Design irq_priority_ctrl, sky130hd; sources not shown.
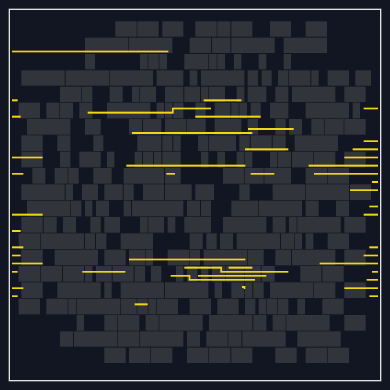
run_1/m3.png
(6 px per micron)
nets with wire on the layer = 42
longest straight run = 25.8 microns
via count: 1,676
GR Util met3: 5.882%
DRT Wirelength: 4273 microns

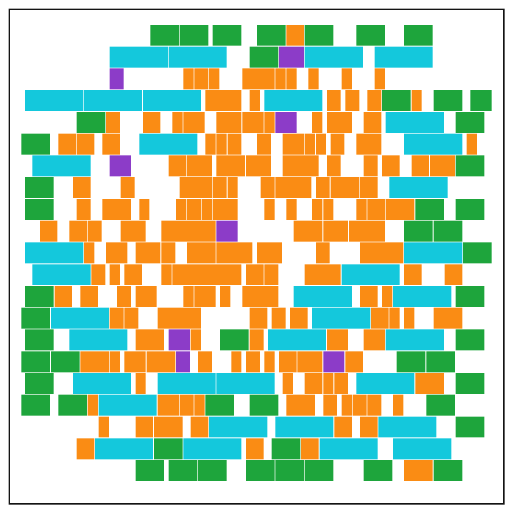
run_1/class_map.png
(8 px per micron)
green -> remaining buffers and delay cells  # cells 50
purple -> clock drivers and dummy loads  # cells 8
orange -> remaining logic cells  # cells 162
cyan -> registers  # cells 36
Core Area: 3363 sq um
Seq area share: 30.20%
Row Count: 21
final core utilization: 70.94%
post-route cell area: 2386 sq um

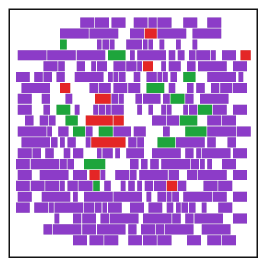
run_1/sizing.png
(4 px per micron)
green -> x2  # cells 15, share 5.9%
red -> x3 and x4  # cells 10, share 3.9%
purple -> x1 and smaller  # cells 231, share 90%
worst setup margin: 2415 ps
Signal buffers: 50
area grow syn2layout: 31.52%

==> impl_metrics.yaml, run 1 <==
# physical design summary
job:
  warning_count: 26
layout:
  flop_area_sq_um: 720.7
  design.seq.count: 36
  final_cell_mix: "clkdlybuf4s50_1, dfxtp_1, nor2_1"
  n_antenna_cell: 0
  clockBufferCount: 5
  buffer_area_share_pct: 20.87
  final.fill_count: 304
  clk_share_pct: 2.360
  logic_area_sq_um: 1016
  largest_cell_class: "combinational gates"
critical_path:
  crit_type: "in2reg"
  path_buffers: 1
  regToRegSetupSlack_ps: 3470
  cp_common_cell: "o21ai_0"
  start_kind: "primary input"
  r2r.worst_path.cells: 13
  slowest_stage: "clkdlybuf4s50_1"
  crit_arrival_ps: 4450
  crit_chain: "clkdlybuf4s50_1 > mux2i_1 > o21ai_0 > or2_1 > a31o_1 > a221oi_2 > ha_1 > nor2b_1 > o21ai_0 > a32oi_1 > o311ai_1 > a211oi_2 > and2_1"
  critical_path.max_fanout: 8
power_and_ir_drop:
  switchingPower_uw: 138.6
  powerClk_uw: 117
  power.share.clock_pct: 25.3
  p_leak_uw: 0.0009206
  pg_comb_uw: 104
  peakVddDrop_mv: 0.1347
  internal_power_uw: 323.0
  power_frac_comb_pct: 22.6
  power-top-group: "sequential cells"
  power.density_nw_per_um2: 193.4
  sw_frac_of_total_pct: 30.02
  power_frac_seq_pct: 52.1
outcome:
  outcome: "finished, final reports clean"
final_timing:
  max_slew_margin_pct: 67.53
  rsz0062_at_grt: "false"
  setup_violations: 0
  finClkSkew_ps: 18.41
  hold_viol: 0
  tns_ps: 0
  fmax_mhz: 238.9
  whs_ps: 503.0
synthesis:
  ys_ff: 36
  async_flop_share_pct: 0
  most_common_cell: "dfxtp_1"
  aoi_share_pct: 22.48
  ys_seq_share_pct: 39.72
  avgSynthCellArea_sq_um: 8.850
  yosys-stat-area_sq_um: 1814
  synthFlopType: "dfxtp_1"
  syn_nets: 230
  ys_types: 54
  topCombFamilyByArea: "simple AND/OR/NAND/NOR gates"
  synthCells: 205
  yosysWarnings: 0
  syn_area_sq_um: 1814
drt:
  drtIter0Drc: 77
  ant_nets: 0
  wl_met3_microns: 286
  avgRoutedWirePerCell_microns: 14.15
  drc: 0
  met2WireLength_microns: 2034
clock_network:
  cts-root-buf: "clkbuf_4"
  cts_tree: "done"
  clk_pin_slew_worst_paths_ps: 120
  insertion_delay_ps: 360
  cts_buffers: 5
  holdBufCountCts: 0
  htree_levels: 2
  clock_sinks: 36
min_path:
  hold_depth: 2
  holdCritPathClass: "reg2reg"
placed_design:
  placed_area_sq_um: 2330
  place_ws_ps: 2016
  hpwl_microns: 3203
grt:
  grt_max_degree: 24
  grtUsageMet1_pct: 30.97
  met2_usage_pct: 42.24
  track_usage_pct: 24.88
  antenna_found_initial: 0
  grt_pass1_vias: 1521
  grt_busiest_layer: "met2"
die:
  fp_util_pct: 53.94
  tapCellCount: 46
run_1/route_heat.png
(6 px per micron) 12 x 12 tiles, from dark purple (low) to yellow (high), scaled to the fullest tile. Values are wire area over tile area, all layers added.
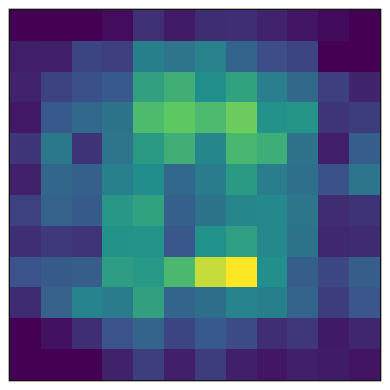

==> inputs of run 2 (changes only) <==
--- a/config.mk
+++ b/config.mk
@@ -5,9 +5,9 @@
 export SDC_FILE = /design/constraint.sdc
 export NUM_CORES = 1
 export LEC_CHECK = 0
-export CORE_UTILIZATION = 51
+export CORE_UTILIZATION = 48
 export DETAILED_ROUTE_END_ITERATION = 8
-export PLACE_DENSITY = 0.94
+export PLACE_DENSITY = 0.9
 export SLEW_MARGIN = 20
 export SYNTH_ARGS = -nofsm -noshare
 export SYNTH_HDL_FRONTEND = slang
==> constraint.sdc (replaced) <==
create_clock -name clk -period 4.4 [get_ports clk]
set_input_delay 0.88 -clock clk [delete_from_list [all_inputs] [get_ports clk]]
set_output_delay 0.88 -clock clk [all_outputs]
set_load 0.02 [all_outputs]
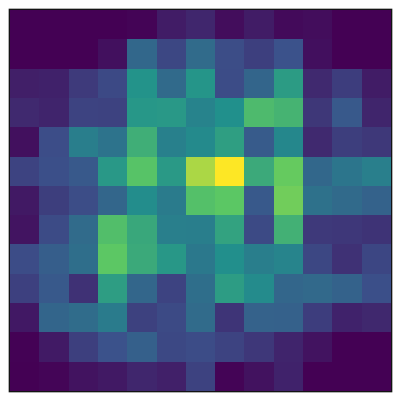
run_2/route_heat.png
(6 px per micron) 13 x 13 tiles, from dark purple (low) to yellow (high), scaled to the fullest tile. Values are wire area over tile area, all layers added.
nearly empty tiles = 12%
mean over tiles = 0.17
fullest tile = 0.62
DRT Wirelength: 4224 microns
via count: 1,686
routed len/inst: 13.89 microns
Tot GR Track Use: 23.52%

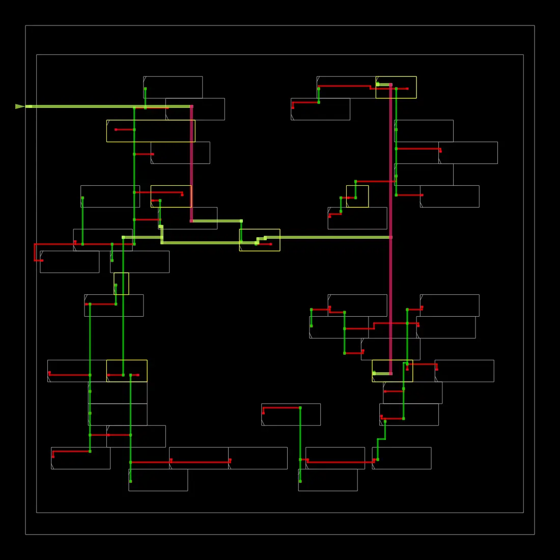
run_2/clock_nets.png
final clock skew: 7.270 ps
CTS sink count: 36
clock buffer count: 5
Num CTS Buffers: 5

==> run 2 against run 1 <==
  * Combinational power up 52%
  * Synthesized area is the same
  * First-iteration DRC count rose by 32%
  * Synthesized cell count unchanged
  * Clock power rose by 140%
  * Critical path type unchanged
  * Worst setup slack lost 1900 ps
  * Sequential share of layout area shrank 0.86 points
  * Clock-buffer cell count did not move
  * Largest cell class unchanged
  * Cell count is 0.66% higher
  * Routed wire length shrank 1.1%
  * Flip-flop count is the same
==> impl_metrics.yaml, run 2 <==
# physical design summary
outcome:
  outcome: "finished, final reports clean"
synthesis:
  ys_types: 54
  syn_area_sq_um: 1814
  aoi_share_pct: 22.48
  async_flop_share_pct: 0
  syn_nets: 230
  avgSynthCellArea_sq_um: 8.850
  ys_ff: 36
power_and_ir_drop:
  power_frac_comb_pct: 19.6
  pg_comb_uw: 158
  peakVddDrop_mv: 0.2500
  internal_power_uw: 591.9
  p_leak_uw: 0.0009505
  power-top-group: "sequential cells"
  power.density_nw_per_um2: 327.9
  powerClk_uw: 286
grt:
  met2_usage_pct: 37.90
min_path:
  holdCritPathClass: "reg2reg"
  hold_depth: 2
clock_network:
  clk_pin_slew_worst_paths_ps: 70
  htree_levels: 2
die:
  num_rows: 21
  core-area_sq_um: 3468
final_timing:
  rsz0062_at_grt: "false"
  fin_ws_ps: 558.7
  setup_violations: 0
  hold_viol: 0
  fmax_mhz: 260.3
  tns_ps: 0
  whs_ps: 492.4
layout:
  final.fill_count: 286
  seq_share_pct: 29.34
  fin_area_sq_um: 2456
  design.seq.count: 36
  syn_to_final_growth_pct: 35.38
  logic_area_sq_um: 1016
drt:
  drc: 0
  ant_nets: 0
  wl_met3_microns: 252
  met2WireLength_microns: 2001
critical_path:
  critical_path.max_fanout: 8
  crit_type: "in2reg"
  crit_arrival_ps: 4030
  cp_common_cell: "o21ai_0"
  r2r.worst_path.cells: 12
  start_kind: "primary input"
  regToRegSetupSlack_ps: 1280
placed_design:
  placed_area_sq_um: 2345
job:
  warning_count: 26
No activity file was given, so power comes from the tool's default toggle rates.
